File: src/rtl/seq_det_pkg.sv
// Shared constants and helpers for the serial pattern detector.
// Combinational only: no latency, no flow control.
// Holds the fill-counter width function and the legal pattern-length bounds.
package seq_det_pkg;

    localparam int PAT_W_MIN = 2;
    localparam int PAT_W_MAX = 16;

    // Width of a counter that must reach pat_w inclusive.
    function automatic int fill_w(input int pat_w);
        return $clog2(pat_w + 1);
    endfunction

endpackage

File: src/rtl/seq_det_counter.sv
// Generic saturating match counter; clr wins over a simultaneous inc.
// Latency: count visible the cycle after the inc edge.
// Backpressure: none; increments are dropped once saturated at all-ones.
module seq_det_counter #(
    parameter int W = 8
) (
    input  logic         clk,
    input  logic         rst,
    input  logic         clr,
    input  logic         inc,
    output logic [W-1:0] cnt
);

    always_ff @(posedge clk or negedge rst) begin
        if (!rst) begin
            cnt <= '0;
        end else if (clr) begin
            cnt <= '0;
        end else if (inc && (cnt != '1)) begin
            cnt <= cnt + 1'b1;
        end
    end

endmodule

File: src/rtl/seq_detector_param.sv
// Serial pattern detector with runtime pattern, overlap select and match counter (SEQ_DET_CNT_EN).
// Latency: Y pulses for one cycle after the edge sampling the final pattern bit.
// Backpressure: none; en=0 cycles are gaps that hold history.
module seq_detector_param
    import seq_det_pkg::*;
#(
    parameter int               PAT_W   = 3,
    parameter logic [PAT_W-1:0] PATTERN = 3'b101,
    parameter int               CNT_W   = 8
) (
    input  logic             clk,
    input  logic             rst,
    input  logic             X,
    input  logic             en,
    input  logic             overlap,
    input  logic             pat_load,
    input  logic [PAT_W-1:0] pat_in,
    input  logic             cnt_clr,
    output logic             Y,
    output logic [CNT_W-1:0] match_cnt
);

    localparam int FW = fill_w(PAT_W);

    if (PAT_W < PAT_W_MIN || PAT_W > PAT_W_MAX) begin : g_bad_pat_w
        $error("seq_detector_param: PAT_W out of legal range");
    end

    logic [PAT_W-1:0] pat;
    logic [PAT_W-1:0] hist;
    logic [PAT_W-1:0] nxt;
    logic [FW-1:0]    fill;
    logic             hit;

    assign nxt = {hist[PAT_W-2:0], X};
    // fill counts bits since restart, so stale history never completes a match.
    assign hit = en && !pat_load && (fill >= FW'(PAT_W - 1)) && (nxt == pat);

    always_ff @(posedge clk or negedge rst) begin
        if (!rst) begin
            pat  <= PATTERN;
            hist <= '0;
            fill <= '0;
            Y    <= 1'b0;
        end else if (pat_load) begin
            pat  <= pat_in;
            hist <= '0;
            fill <= '0;
            Y    <= 1'b0;
        end else if (en) begin
            hist <= nxt;
            Y    <= hit;
            if (hit && !overlap) begin
                fill <= '0;
            end else if (fill != FW'(PAT_W)) begin
                fill <= fill + 1'b1;
            end
        end else begin
            Y <= 1'b0;
        end
    end

`ifdef SEQ_DET_CNT_EN
    seq_det_counter #(
        .W (CNT_W)
    ) u_cnt (
        .clk (clk),
        .rst (rst),
        .clr (cnt_clr),
        .inc (hit),
        .cnt (match_cnt)
    );
`else
    logic unused_cnt_clr;
    assign unused_cnt_clr = cnt_clr;
    assign match_cnt      = '0;
`endif

endmodule

File: config.mk
export PLATFORM = sky130hd
export DESIGN_NAME = seq_detector_param
export DESIGN_NICKNAME = d
export VERILOG_FILES = /design/src/rtl/seq_det_pkg.sv /design/src/rtl/seq_det_counter.sv /design/src/rtl/seq_detector_param.sv
export SDC_FILE = /design/constraint.sdc
export NUM_CORES = 1
export LEC_CHECK = 0
export CORE_AREA = 2 2 39 41
export DETAILED_ROUTE_END_ITERATION = 8
export DIE_AREA = 0 0 41 43
export HOLD_SLACK_MARGIN = 0.12
export PLACE_DENSITY = 0.77
export SETUP_SLACK_MARGIN = 0.05
export SYNTH_ARGS = -nofsm -noshare
export SYNTH_HDL_FRONTEND = slang
export SYNTH_SLANG_ARGS = --single-unit
File: constraint.sdc
create_clock -name clk -period 1.59 [get_ports clk]
set_input_delay 0.2385 -clock clk [delete_from_list [all_inputs] [get_ports clk]]
set_output_delay 0.2385 -clock clk [all_outputs]
set_load 0.1 [all_outputs]
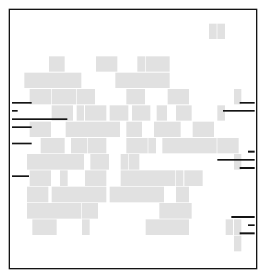
Figure 1: run 1, met3 routing.
Scale: 6 px per µm. Cells faint in the background.
wire length on this layer = 43.7 µm
main direction = horizontal
longest straight run = 9.00 µm

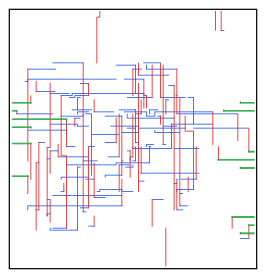
Figure 2: run 1, signal wires by layer.
Scale: 6 px per µm.
green -> met3  # wire length 43.7 µm
blue -> met1  # wire length 339 µm
red -> met2  # wire length 432 µm
Routed wire per std cell: 11.0 µm
WL final: 814 µm
gr usage total: 0.118
vias: 333

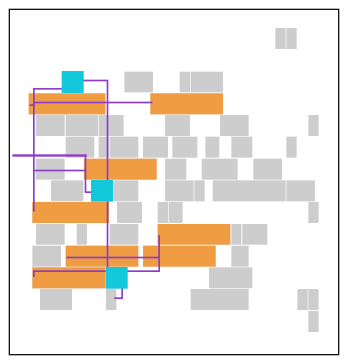
Figure 3: run 1, clock wires, drivers and flops.
Scale: 8 px per µm.
orange -> flip-flops  # count 8
cyan -> cells driving clock nets  # count 3
purple -> clock wires  # length 122 µm
routed clock nets = 4

==> flow_metrics.py, run 1 <==
# Flow results
metrics = {
    "status": {
        "status": "completed",
    },
    "pwr": {
        "power_leader": "sequential cells",
        "power_frac_comb": 0.335,
        "powerDensity_nw_per_um2": 988,
    },
    "run": {
        "warnings": 28,
        "cap_violations": 0,
    },
    "grt": {
        "grt_max_degree": 10,
        "grt_pass1_wl_um": 1390,
        "grt-ovfl-total": 0,
    },
    "final_timing": {
        "finalSetupViolations": 0,
        "whs_ns": 0.259,
        "rsz0062_at_grt": "no",
        "fin_setup_tns_ns": 0,
    },
    "floorplan": {
        "taps": 16,
        "die_area_um2": 1760,
        "coreArea_um2": 1380,
        "fp-utilization": 0.353,
    },
    "setup_path": {
        "cp-end-kind": "flip-flop",
        "arrival_ns": 1.60,
        "ff2ff_path_depth": 5,
        "crit_end": "fill[1]",
        "cp.required_ns": 1.76,
        "criticalPathCategory": "flip-flop to flip-flop",
        "startpoint": "fill[0]",
        "crit_buf_inv": 1,
        "crit_family": "flip-flops",
        "cp_num_cells": 5,
        "cp_max_fo": 2,
    },
    "cells_and_area": {
        "n_all_buffers": 11,
        "ff_count": 8,
        "clock_area_frac": 0.0416,
        "fin_area_um2": 632,
        "comb_area_um2": 256,
        "dominant_cells": "multi-input combinational cells",
        "buf_share": 0.182,
        "sh_seq_area": 0.321,
        "drive_gt1_frac": 0.293,
    },
    "drt": {
        "dr.pass1.iters": 2,
    },
    "clock_tree": {
        "htreeDepth": 1,
        "cts_tree": "done",
    },
    "synth": {
        "synth_area_um2": 488,
        "topCellsByArea": "dfrtp_1, buf_4, dfstp_2",
        "yosys.area_share.aoi": 0.0974,
        "ys_cells": 45,
        "synth_flops": 8,
        "ys_sh_mux": 0.110,
        "edf_count": 0,
        "synth_top_area_share": 0.308,
    },
    "placed_design": {
        "port_buffers": 9,
    },
}
-- run 1: cell usage in the layout, fill, tap and decap left out, types with 2 or more instances in the layout --
| master | instances |
|---|---|
| buf_4 | 2 |
| clkbuf_4 | 3 |
| clkdlybuf4s50_1 | 8 |
| conb_1 | 8 |
| dfrtp_1 | 6 |
| dfstp_2 | 2 |
| inv_1 | 3 |
| mux2_2 | 3 |
| mux2i_1 | 2 |
| nor2_1 | 2 |
| xnor2_1 | 4 |
-- run 1: layer usage --
layer / track usage / wire [µm] / up-vias
li1: - / - / 164
met2: 0.184 / 431 / 14
met5: 0 / 0 / -
met3: 0.0157 / 43 / 0
met1: 0.140 / 339 / 155
met4: 0.0800 / 0 / 0
-- run 1: sequential cells by signal, indices dropped and copies added (netlist names) --
signal,flops
Y,1
fill,2
hist,2
pat,3
--- run 2 (diff from run 1) ---
--- a/config.mk
+++ b/config.mk
@@ -8,6 +8,7 @@
 export CORE_AREA = 2 2 39 41
 export DETAILED_ROUTE_END_ITERATION = 8
 export DIE_AREA = 0 0 41 43
+export GPL_ROUTABILITY_DRIVEN = 0
 export HOLD_SLACK_MARGIN = 0.12
 export PLACE_DENSITY = 0.77
 export SETUP_SLACK_MARGIN = 0.05
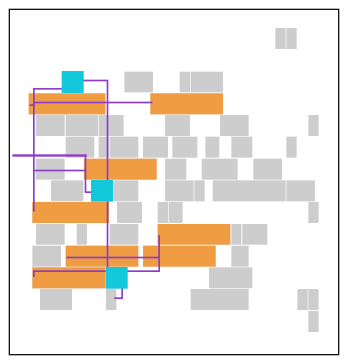
Figure 4: run 2, clock wires, drivers and flops.
Scale: 8 px per µm.
cyan -> cells driving clock nets  # count 3
purple -> clock wires  # length 122 µm
orange -> flip-flops  # count 8
routed clock nets = 4
skew final: 0.00585 ns
clock-net power: 0.169 mW

==> run 2 against run 1 <==
  * Register-to-register slack about the same
  * Clock skew unchanged
  * Sequential share of layout area unchanged
  * First-iteration DRC count unchanged
  * Synthesized cell count did not move
  * Clock power hardly changed
  * Total power is the same
  * Critical path type unchanged
  * Critical endpoint unchanged
  * Highest routed layer unchanged
==> flow_metrics.py, run 2 <==
# Flow results
metrics = {
    "grt": {
        "grt_usage": 0.118,
        "grt_pass1_wl_um": 1390,
        "grt-ovfl-total": 0,
        "grt_max_degree": 10,
    },
    "setup_path": {
        "crit_slowest_cell": "dfrtp_1",
        "max_stage_delay_ns": 0.38,
        "cp-end-kind": "flip-flop",
        "r2r_start": "fill[0]",
        "startpoint": "fill[0]",
        "arrival_ns": 1.60,
        "crit_family": "flip-flops",
        "ff2ff_path_depth": 5,
        "cp_max_fo": 2,
        "criticalPathCategory": "flip-flop to flip-flop",
        "crit_chain": "inv_1 > ha_4 > or3b_4 > a21oi_2 > o2bb2ai_1",
        "cp.required_ns": 1.76,
        "cp_num_cells": 5,
        "start_kind": "flip-flop",
        "crit_buf_inv": 1,
        "crit_end": "fill[1]",
    },
    "pwr": {
        "power_frac_comb": 0.335,
        "ir_worst_vdd_mv": 0.573,
        "p_leak_nw": 0.276,
        "power_leader": "sequential cells",
        "switching_share": 0.358,
        "powerDensity_nw_per_um2": 988,
    },
    "drt": {
        "wl_met3_um": 43,
        "wirelength_um": 814,
        "top_layer_used": "met3",
        "vias": 333,
        "dr_wl_met2_um": 431,
        "route.layer.met1.wl_um": 339,
        "avgRoutedWirePerCell_um": 11.0,
        "ant_nets": 0,
        "dr.pass1.iters": 2,
        "avgViaCountPerCell": 4.50,
    },
    "placed_design": {
        "port_buffers": 9,
        "hpwl_um": 613,
    },
    "cells_and_area": {
        "fin_cells": 74,
        "n_all_buffers": 11,
        "lay_top_cells": "conb_1, clkdlybuf4s50_1, dfrtp_1",
        "largest_register_ffs": 3,
        "regMostFlops": "pat",
        "comb_area_um2": 256,
        "dominant_cells": "multi-input combinational cells",
        "drive_gt1_frac": 0.293,
        "clock_area_frac": 0.0416,
        "clock_buffers": 4,
        "sh_seq_area": 0.321,
        "buf_share": 0.182,
        "ff_count": 8,
        "reg_top3": "pat (3), fill (2), hist (2)",
    },
    "final_timing": {
        "rsz0062_at_grt": "no",
        "fin_setup_tns_ns": 0,
        "slew_viol_final": 0,
        "finalSetupViolations": 0,
        "fmax_mhz": 698,
    },
    "synth": {
        "ys_sh_mux": 0.110,
        "ys_seq_share": 0.415,
        "yosys.area_share.aoi": 0.0974,
        "yosys-stat-area_um2": 488,
        "ys_sh_adder": 0.0513,
        "edf_count": 0,
        "synth_flops": 8,
        "synth.logic.top_family": "buffers and inverters",
        "synth-async-reset-ratio": 1.00,
        "topCellsByArea": "dfrtp_1, buf_4, dfstp_2",
        "synth_top_area_share": 0.308,
        "synth_area_um2": 488,
        "synth_top_cell_by_count": "buf_4",
        "ys_cells": 45,
    },
    "floorplan": {
        "fp-utilization": 0.353,
        "die_area_um2": 1760,
        "coreArea_um2": 1380,
        "io_pins": 19,
        "taps": 16,
    },
    "run": {
        "cap_violations": 0,
        "warnings": 28,
    },
    "clock_tree": {
        "cts_buffer_depth": 2,
        "cts_tree": "done",
        "postCtsSetupRepairBufs": 0,
        "clock_sinks": 8,
        "cts.clk_slew.worst_paths_ns": 0.06,
        "htreeDepth": 1,
    },
    "status": {
        "status": "completed",
    },
}
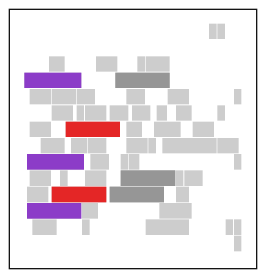
Figure 5: run 2, where the registers sit.
Scale: 6 px per µm.
red -> `hist`  # placed flops 2
purple -> `pat`  # placed flops 3
not colored = 3
register area: 203 µm²
Flop+latch power: 0.246 mW
post-layout util: 0.457

==> run 2: cell counts after synthesis <==
No cell type changed its count.
==> run 2: metrics by stage <==
step | area [µm²] | hold slack [ns] | setup slack, ns
floorplan | 514 | -0.0571 | 0.257
global placement | 584 | 0.514 | 0.155
detailed placement | 584 | 0.536 | 0.146
CTS | 611 | 0.261 | 0.146
global route | 632 | 0.296 | 0.0641
finish | 632 | 0.259 | 0.157
==> run 2: cells by family (layout without fill, tap and decap cells) <==
family          Yosys count  count (layout)
xor+xnor                  4               4
other cells               1               8
simple gates              7               7
compound gates            6               6
flops                     8               8
fa+ha+maj                 2               2
mux                       5               5
buf+inv                  12              18
==> run 2: layer usage <==
metal  GRT usage  vias to the layer above
li1            -                      164
met4      0.0800                        0
met3      0.0157                        0
met5           0                        -
met2       0.184                       14
met1       0.140                      155
Figure 6. Signal wires by layer (run 2).
Scale: 6 px per µm.
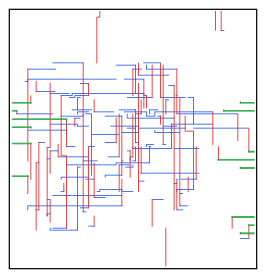

--- run 3 (diff from run 2) ---
--- a/config.mk
+++ b/config.mk
@@ -11,7 +11,6 @@
 export GPL_ROUTABILITY_DRIVEN = 0
 export HOLD_SLACK_MARGIN = 0.12
 export PLACE_DENSITY = 0.77
-export SETUP_SLACK_MARGIN = 0.05
 export SYNTH_ARGS = -nofsm -noshare
 export SYNTH_HDL_FRONTEND = slang
 export SYNTH_SLANG_ARGS = --single-unit
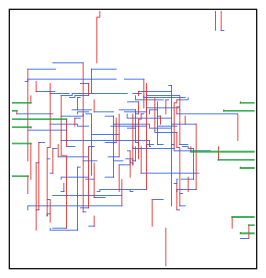
Figure 7: run 3, signal wires by layer.
Scale: 6 px per µm.
blue -> met1  # wire length 330 µm
green -> met3  # wire length 53.4 µm
red -> met2  # wire length 405 µm

==> run 3 against run 2 <==
  * Sequential cell count did not move
  * Die area unchanged
  * Via count fell by 1.5%
  * Fmax decreased by 0.38%
  * First-iteration DRC count unchanged
  * Synthesized area unchanged
  * Critical path depth shrank 1
  * Synthesized cell count stayed put
  * Critical endpoint unchanged
  * Count of clock-buffer cells in the layout did not move
  * Routed wire length shrank 3.2%
==> flow_metrics.py, run 3 <==
# Flow results
metrics = {
    "status": {
        "status": "completed",
    },
    "pwr": {
        "ir_worst_vdd_mv": 0.570,
        "p_leak_nw": 0.277,
        "powerDensity_nw_per_um2": 992,
    },
    "synth": {
        "synth.logic.top_family": "buffers and inverters",
        "synth_top_cell_by_count": "buf_4",
        "yosys-stat-area_um2": 488,
        "synth_area_um2": 488,
        "ys_sh_mux": 0.110,
        "ys_cells": 45,
        "synth_flops": 8,
        "ys_sh_adder": 0.0513,
        "edf_count": 0,
    },
    "setup_path": {
        "start_kind": "flip-flop",
        "crit_chain": "ha_1 > or3b_1 > a21oi_1 > o2bb2ai_1",
        "crit_buf_inv": 0,
        "cp-end-kind": "flip-flop",
        "cp.required_ns": 1.76,
        "criticalPathCategory": "flip-flop to flip-flop",
        "arrival_ns": 1.61,
        "crit_family": "flip-flops",
    },
    "cells_and_area": {
        "sh_seq_area": 0.332,
        "dominant_cells": "multi-input combinational cells",
        "clock_area_frac": 0.0430,
        "reg_top3": "pat (3), fill (2), hist (2)",
        "buf_share": 0.189,
        "drive_gt1_frac": 0.224,
        "clock_buffers": 4,
        "final_core_util": 0.441,
        "fin_cells": 74,
        "flop_area_um2": 203,
        "largest_register_ffs": 3,
        "regMostFlops": "pat",
        "comb_area_um2": 235,
    },
    "final_timing": {
        "fmax_mhz": 695,
        "slew_viol_final": 0,
        "fin_worst_skew_ns": 0.00574,
        "rsz0062_at_grt": "no",
        "finalSetupViolations": 0,
        "fin_setup_tns_ns": 0,
    },
    "run": {
        "cap_violations": 0,
        "warnings": 28,
    },
    "grt": {
        "grt-ovfl-total": 0,
        "grt_pass1_wl_um": 1390,
    },
    "drt": {
        "dr.pass1.iters": 2,
        "avgViaCountPerCell": 4.43,
        "avgRoutedWirePerCell_um": 10.6,
    },
    "placed_design": {
        "hpwl_um": 613,
        "place_area_um2": 584,
    },
    "clock_tree": {
        "htreeDepth": 1,
        "clock_sinks": 8,
        "cts_buffer_depth": 2,
        "cts_tree": "done",
    },
    "floorplan": {
        "io_pins": 19,
        "coreArea_um2": 1380,
        "taps": 16,
    },
}
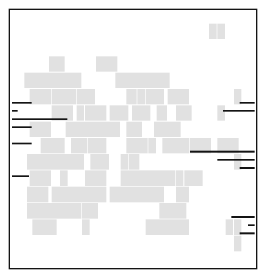
Figure 8: run 3, met3 routing.
Scale: 6 px per µm. Cells faint in the background.
longest straight run = 10.5 µm
wire length on this layer = 53.4 µm
share of all routed wire = 6.8%
WL final: 788 µm
met3 GRT Util: 0.0157
vias: 328

-- run 3: per-layer routing --
layer,GRT usage,wire length [µm],vias up
met5,0,0,-
met4,0.0800,0,0
met3,0.0157,53,0
met2,0.184,404,14
met1,0.140,329,151
li1,-,-,163
-- run 3: final timing paths --
check / to / slack [ns] / depth (start not counted)
hold reg to reg: hist[1] / 0.54 / 2
max in group asynchronous: pat[0] / 1.02 / 1
setup / recovery: fill[1] / 0.15 / 4
min in group clk: hist[1] / 0.54 / 2
hold / removal: pat[1] / 0.26 / 1
setup reg to reg: fill[1] / 0.15 / 4
-- run 3: power breakdown --
part	leakage [nW]	internal (mW)	switching, mW
combinational	0.162	0.0663	0.127
sequential	0.100	0.227	0.0167
clock	0.0150	0.0962	0.0726
Power figures rest on the tool's default switching activity, not on a simulated workload.
